## src/rtl/seg7_pkg.sv

```systemverilog
// Shared constants and helpers for the 7-segment scan driver.
//   SEG_* : active-high segment codes, bit order {g,f,e,d,c,b,a}
//   bcd_to_seg : 4-bit code -> segment pattern (10..15 render as a dash)
package seg7_pkg;

    localparam logic [6:0] SEG_0     = 7'h3F;
    localparam logic [6:0] SEG_1     = 7'h06;
    localparam logic [6:0] SEG_2     = 7'h5B;
    localparam logic [6:0] SEG_3     = 7'h4F;
    localparam logic [6:0] SEG_4     = 7'h66;
    localparam logic [6:0] SEG_5     = 7'h6D;
    localparam logic [6:0] SEG_6     = 7'h7D;
    localparam logic [6:0] SEG_7     = 7'h07;
    localparam logic [6:0] SEG_8     = 7'h7F;
    localparam logic [6:0] SEG_9     = 7'h6F;
    localparam logic [6:0] SEG_DASH  = 7'h40;
    localparam logic [6:0] SEG_BLANK = 7'h00;

    function automatic logic [6:0] bcd_to_seg(input logic [3:0] bcd);
        logic [6:0] seg;
        case (bcd)
            4'd0:    seg = SEG_0;
            4'd1:    seg = SEG_1;
            4'd2:    seg = SEG_2;
            4'd3:    seg = SEG_3;
            4'd4:    seg = SEG_4;
            4'd5:    seg = SEG_5;
            4'd6:    seg = SEG_6;
            4'd7:    seg = SEG_7;
            4'd8:    seg = SEG_8;
            4'd9:    seg = SEG_9;
            default: seg = SEG_DASH;
        endcase
        return seg;
    endfunction

endpackage

```

## src/rtl/seg7_bcd_decode.sv

```systemverilog
// Combinational BCD to 7-segment decoder (active-high).
//   bcd : 4-bit digit code
//   seg : segments {g,f,e,d,c,b,a}
module seg7_bcd_decode
    import seg7_pkg::*;
(
    input  logic [3:0] bcd,
    output logic [6:0] seg
);

    assign seg = bcd_to_seg(bcd);

endmodule

```

## src/rtl/seg7_scan_driver.sv

```systemverilog
// Time-multiplexed N-digit 7-segment driver with leading-zero blanking, blink and enable.
//   clk, rst_n : clock, async active-low reset
//   en         : scan enable (0 freezes counters and turns all anodes off)
//   load       : capture digits_in into the shadow register
//   digits_in  : BCD digits, digit k at [4k+3:4k]
//   blank_lz   : blank leading zero digits (digit 0 is never blanked)
//   blink_en   : gate anodes with the blink phase
//   seg_out    : segments {g,f,e,d,c,b,a}, polarity per SEG_ACT_LOW
//   an_out     : one-hot digit select, polarity per AN_ACT_LOW
//   frame_tick : one-cycle pulse on scan wrap from digit N-1 to 0
module seg7_scan_driver
    import seg7_pkg::*;
#(
    parameter int unsigned NUM_DIGITS   = 4,
    parameter int unsigned SCAN_DIV     = 1000,
    parameter int unsigned BLINK_FRAMES = 64,
    parameter bit          SEG_ACT_LOW  = 1'b0,
    parameter bit          AN_ACT_LOW   = 1'b0
) (
    input  logic                    clk,
    input  logic                    rst_n,
    input  logic                    en,
    input  logic                    load,
    input  logic [4*NUM_DIGITS-1:0] digits_in,
    input  logic                    blank_lz,
    input  logic                    blink_en,
    output logic [6:0]              seg_out,
    output logic [NUM_DIGITS-1:0]   an_out,
    output logic                    frame_tick
);

    localparam int unsigned DivW   = $clog2(SCAN_DIV);
    localparam int unsigned IdxW   = $clog2(NUM_DIGITS);
    localparam int unsigned BlinkW = (BLINK_FRAMES > 1) ? $clog2(BLINK_FRAMES) : 1;

    localparam logic [DivW-1:0]   DivLast   = DivW'(SCAN_DIV - 1);
    localparam logic [IdxW-1:0]   IdxLast   = IdxW'(NUM_DIGITS - 1);
    localparam logic [BlinkW-1:0] BlinkLast = BlinkW'(BLINK_FRAMES - 1);

    logic [4*NUM_DIGITS-1:0] shadow_q, shadow_d;
    // Copy of the shadow actually shown; only refreshed at digit boundaries so a
    // load never changes the digit currently being driven.
    logic [4*NUM_DIGITS-1:0] disp_q, disp_d;
    logic [DivW-1:0]         div_q, div_d;
    logic [IdxW-1:0]         idx_q, idx_d;
    logic [BlinkW-1:0]       blink_cnt_q, blink_cnt_d;
    logic                    blink_on_q, blink_on_d;
    logic [6:0]              seg_q, seg_d;
    logic [NUM_DIGITS-1:0]   an_q, an_d;
    logic                    tick_q, tick_d;

    logic                    advance, wrap;
    logic [3:0]              cur_digit;
    logic [6:0]              dec_seg;
    logic                    upper_nz;
    logic                    lz_blank;

    // Counters and shadow next-state
    always_comb begin
        advance     = en && (div_q == DivLast);
        wrap        = advance && (idx_q == IdxLast);

        div_d       = div_q;
        idx_d       = idx_q;
        if (en) begin
            div_d = advance ? '0 : div_q + 1'b1;
        end
        if (advance) begin
            idx_d = wrap ? '0 : idx_q + 1'b1;
        end

        shadow_d    = load ? digits_in : shadow_q;
        // While stopped nothing is on screen, so the display copy may follow freely.
        disp_d      = (advance || !en) ? shadow_d : disp_q;

        blink_cnt_d = blink_cnt_q;
        blink_on_d  = blink_on_q;
        if (wrap) begin
            if (blink_cnt_q == BlinkLast) begin
                blink_cnt_d = '0;
                blink_on_d  = ~blink_on_q;
            end else begin
                blink_cnt_d = blink_cnt_q + 1'b1;
            end
        end
        tick_d      = wrap;
    end

    // Digit mux and leading-zero detection on the displayed copy
    always_comb begin
        cur_digit = 4'd0;
        upper_nz  = 1'b0;
        for (int unsigned k = 0; k < NUM_DIGITS; k++) begin
            if (idx_q == IdxW'(k)) begin
                cur_digit = disp_q[4*k +: 4];
            end
            if ((IdxW'(k) >= idx_q) && (disp_q[4*k +: 4] != 4'd0)) begin
                upper_nz = 1'b1;
            end
        end
        lz_blank = blank_lz && (idx_q != '0) && !upper_nz;
    end

    seg7_bcd_decode u_decode (
        .bcd (cur_digit),
        .seg (dec_seg)
    );

    // Output next-state in priority order: disabled, blink-off, blanked, normal
    always_comb begin
        seg_d        = SEG_BLANK;
        an_d         = '0;
        if (!en) begin
            seg_d = SEG_BLANK;
        end else if (blink_en && !blink_on_q) begin
            seg_d = dec_seg;
        end else if (lz_blank) begin
            seg_d = SEG_BLANK;
        end else begin
            seg_d        = dec_seg;
            an_d[idx_q]  = 1'b1;
        end
    end

    always_ff @(posedge clk or negedge rst_n) begin
        if (!rst_n) begin
            shadow_q    <= '0;
            disp_q      <= '0;
            div_q       <= '0;
            idx_q       <= '0;
            blink_cnt_q <= '0;
            blink_on_q  <= 1'b1;
            seg_q       <= SEG_BLANK;
            an_q        <= '0;
            tick_q      <= 1'b0;
        end else begin
            shadow_q    <= shadow_d;
            disp_q      <= disp_d;
            div_q       <= div_d;
            idx_q       <= idx_d;
            blink_cnt_q <= blink_cnt_d;
            blink_on_q  <= blink_on_d;
            seg_q       <= seg_d;
            an_q        <= an_d;
            tick_q      <= tick_d;
        end
    end

    assign seg_out    = seg_q ^ {7{SEG_ACT_LOW}};
    assign an_out     = an_q ^ {NUM_DIGITS{AN_ACT_LOW}};
    assign frame_tick = tick_q;

endmodule

```

## config.mk

```make
export PLATFORM = sky130hd
export DESIGN_NAME = seg7_scan_driver
export DESIGN_NICKNAME = d
export VERILOG_FILES = /design/src/rtl/seg7_pkg.sv /design/src/rtl/seg7_bcd_decode.sv /design/src/rtl/seg7_scan_driver.sv
export SDC_FILE = /design/constraint.sdc
export NUM_CORES = 1
export LEC_CHECK = 0
export CORE_MARGIN = 4
export CORE_UTILIZATION = 45
export DETAILED_ROUTE_END_ITERATION = 10
export GPL_TIMING_DRIVEN = 0
export PLACE_DENSITY = 0.68
export SYNTH_ARGS = -nofsm -noshare
export SYNTH_HDL_FRONTEND = slang
export SYNTH_HIERARCHICAL = 1
export SYNTH_SLANG_ARGS = --single-unit
```

## constraint.sdc

```tcl
create_clock -name clk -period 3.6 [get_ports clk]
set_input_delay 0.9 -clock clk [delete_from_list [all_inputs] [get_ports clk]]
set_output_delay 0.9 -clock clk [all_outputs]
set_load 0.01 [all_outputs]
```

Signal wires by layer:
(4 px per µm) Only two layers are drawn.
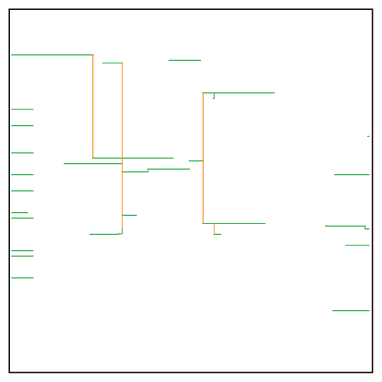
colour	layer	wire length
orange	met4	103 µm
green	met3	224 µm
average wire per standard cell: 13.6 µm
Routed WL: 5210 µm

==> impl_table.tex <==
% Synthesis and place-and-route results
\begin{tabular}{lr}
\hline
Metric & Value \\
\hline
\multicolumn{2}{l}{\textbf{Outcome}} \\
\quad Status & completed \\
\multicolumn{2}{l}{\textbf{Yosys}} \\
\quad Simple share & 15.6\% \\
\quad Most area-consuming cells after synthesis & sky130\_fd\_sc\_hd\_\_dfrtp\_1 51\%, sky130\_fd\_sc\_hd\_\_mux2\_2 10\%, sky130\_fd\_sc\_hd\_\_ha\_1 5.3\% \\
\quad Complex Gates by Area & 5.69\% \\
\quad Synth top area share & 50.7\% \\
\quad Chip area estimate from yosys synthesis & 3060 µm² \\
\quad Commonest flop & sky130\_fd\_sc\_hd\_\_dfrtp\_1 \\
\quad Yosys cell count & 259 \\
\quad Post-synthesis sequential element count & 63 \\
\quad Mux cell area share & 14.6\% \\
\quad Dominant kind of combinational cell & simple AND/OR/NAND/NOR gates \\
\quad Cell type contributing the most total cell area after synthesis & sky130\_fd\_sc\_hd\_\_dfrtp\_1 \\
\quad Post-Synthesis Mean Instance Area & 11.8 µm² \\
\quad Xor-xnor portion of the synthesized cell area & 3.15\% \\
\quad Fraction of registers with async set or reset after synthesis & 100\% \\
\quad Count of cell types in the netlist & 48 \\
\quad Cell area after synthesis & 3060 µm² \\
\multicolumn{2}{l}{\textbf{CTS}} \\
\quad Clock buffers created by TritonCTS & 9 \\
\quad Gates resized, CTS repair & 0 \\
\quad Count of buffers added by post-CTS timing repair for setup & 0 \\
\quad Number of levels in the clock H-tree & 3 \\
\quad Maximum root-to-sink buffer count & 2 \\
\quad Clock transition time at the flip-flop clock pins of the worst setup and hold paths & 0.06 ns \\
\quad Master cell of the clock root buffer & sky130\_fd\_sc\_hd\_\_clkbuf\_8 \\
\quad Number of sinks handled by clock tree synthesis & 63 \\
\multicolumn{2}{l}{\textbf{Placement}} \\
\quad Global placer's final weighted congestion & 0.760 \\
\quad Setup slack after placement & 0.349 ns \\
\quad Number of cells in the design after placement & 368 \\
\quad I/O Buffers & 31 \\
\multicolumn{2}{l}{\textbf{Finish}} \\
\quad Most common cell after layout, fill and taps aside & sky130\_fd\_sc\_hd\_\_dfrtp\_1 \\
\quad Final-stage net count & 337 \\
\quad Storage element area & 1580 µm² \\
\quad Total number of multi-input combinational cells & 173 \\
\quad Register fraction of the total cell area & 43.0\% \\
\quad Combined area of the multi-input logic cells & 1360 µm² \\
\quad Most instantiated logic cells after routing & 62 x sky130\_fd\_sc\_hd\_\_dfrtp\_1, 30 x sky130\_fd\_sc\_hd\_\_clkdlybuf4s50\_1, 28 x sky130\_fd\_sc\_hd\_\_mux2\_2 \\
\quad Largest contributor to cell area by class & flip-flops and latches \\
\quad Count of inverters not on the clock network in the layout & 13 \\
\quad Number of sequential cells & 63 \\
\quad Summed area of non-filler cells in the final layout & 3670 µm² \\
\quad Antenna diodes & 0 \\
\quad Synth-to-layout area growth & 20.0\% \\
\quad Fillers & 562 \\
\quad Number of standard cells in the final layout excluding fillers & 384 \\
\multicolumn{2}{l}{\textbf{GRT}} \\
\quad Initial antenna violation count & 0 \\
\quad Pin count of the biggest net entering global routing & 36 \\
\quad Global routing usage summed across all routing layers & 13.6\% \\
\quad Grt ovf & 0 \\
\quad Via count of the first global-routing pass & 1894 \\
\multicolumn{2}{l}{\textbf{Floorplan}} \\
\quad Die extent in y & 90.4 µm \\
\quad Core Util at FP & 47.3\% \\
\quad Cell Rows & 29 \\
\quad Die Area & 8180 µm² \\
\quad Tapcell count & 77 \\
\quad I/O pins & 34 \\
\quad Die W & 90.4 µm \\
\quad Placeable core region & 6460 µm² \\
\multicolumn{2}{l}{\textbf{Setup path}} \\
\quad Reg2Reg Launch Point & idx\_q[1] \\
\quad Cell with the biggest individual delay on the critical path & sky130\_fd\_sc\_hd\_\_o21ai\_0 \\
\quad Critical path launch point type & flop \\
\quad Number of cells traversed by the worst register-to-register path & 13 \\
\quad Critical Path Source & idx\_q[1] \\
\quad Critical-path cell list & inv\_1 -> ha\_1 -> clkbuf\_1 -> nand3b\_1 -> a21oi\_1 -> a21oi\_1 -> o21ai\_0 -> inv\_1 -> ha\_1 -> mux2\_2 -> o22ai\_1 -> nand2\_1 -> nor2\_1 \\
\quad Data required time at the worst endpoint & 3.86 ns \\
\quad WS Path Type & flop to flop \\
\quad Stage delay of the slowest cell on the critical path & 0.81 ns \\
\quad Logic depth of the worst setup path including buffers & 13 \\
\quad Delay-heaviest family, CP & AND-OR/OR-AND gates \\
\quad Capturing point of the worst reg2reg path & seg\_out[0] \\
\quad Worst-path maximum fanout & 10 \\
\quad Kind of end point of the critical path & flop \\
\quad Buffer-and-inverter tally for the worst setup path & 3 \\
\quad Worst setup path endpoint & seg\_out[0] \\
\quad Data arrival time of the worst path & 3.54 ns \\
\quad Reg-to-reg slack, setup & 0.32 ns \\
\multicolumn{2}{l}{\textbf{Worst hold path}} \\
\quad Hold Path Origin & shadow\_q[1] \\
\quad Tightest Hold Check Type & flop to flop \\
\quad Number of cells traversed by the worst hold path & 1 \\
\multicolumn{2}{l}{\textbf{Timing}} \\
\quad Final Setup Violations & 0 \\
\quad Worst Skew & 0.00527 ns \\
\quad Sum of negative setup slack & 0 ns \\
\quad Rel. slew slack & 31.0\% \\
\quad Final Hold Slack & 0.495 ns \\
\quad Least-Margin Pin Slew & 1.02 ns \\
\quad Final Hold Vio Count & 0 \\
\multicolumn{2}{l}{\textbf{Routing}} \\
\quad Number of routed nets with antenna violations & 0 \\
\quad Number of detailed-route iterations in the first pass & 4 \\
\quad Routed vias/inst & 4.99 \\
\quad Number of design-rule violations left by the first detailed-router iteration & 70 \\
\quad Total DRC errors in the routed layout & 0 \\
\quad Via total after detailed routing & 1918 \\
\multicolumn{2}{l}{\textbf{Power}} \\
\quad Static leakage & 1.66 nW \\
\quad Worst ir drop on vdd & 0.305 mV \\
\quad Power per Cell Area & 476 nW/µm² \\
\multicolumn{2}{l}{\textbf{Job}} \\
\quad Max cap viols & 0 \\
\quad Number of warnings the tools reported & 35 \\
\hline
\end{tabular}
Selected gate families:
(4 px per µm)
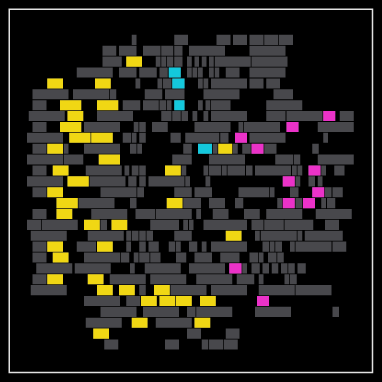
colour	family	cells
yellow	multiplexers	37
cyan	AND-OR and OR-AND gates	4
magenta	XOR/XNOR gates	11

-- state kept, by name, summed over array words and instances, names as in the netlist --
register     count
an_out           4
blink_cnt_q      6
blink_on_q       1
disp_q          16
div_q           10
frame_tick       1
idx_q            2
seg_out          7
shadow_q        16
-- layer usage --
layer / part of all wire (%) / wire (µm) / GRT usage (%) / up-vias
met5: 0 / 0 / 0 / -
met4: 2.0 / 102 / 6.89 / 0
met3: 4.3 / 223 / 4.75 / 12
met2: 48 / 2490 / 22.1 / 28
met1: 46 / 2390 / 15.9 / 907
li1: - / - / - / 971
-- where the power goes --
part / switching (mW) / internal, mW
logic: 0.132 / 0.166
registers: 0.0666 / 0.793
clock network: 0.252 / 0.335
total: 0.450 / 1.29
Power is estimated from default activity; no workload was simulated.
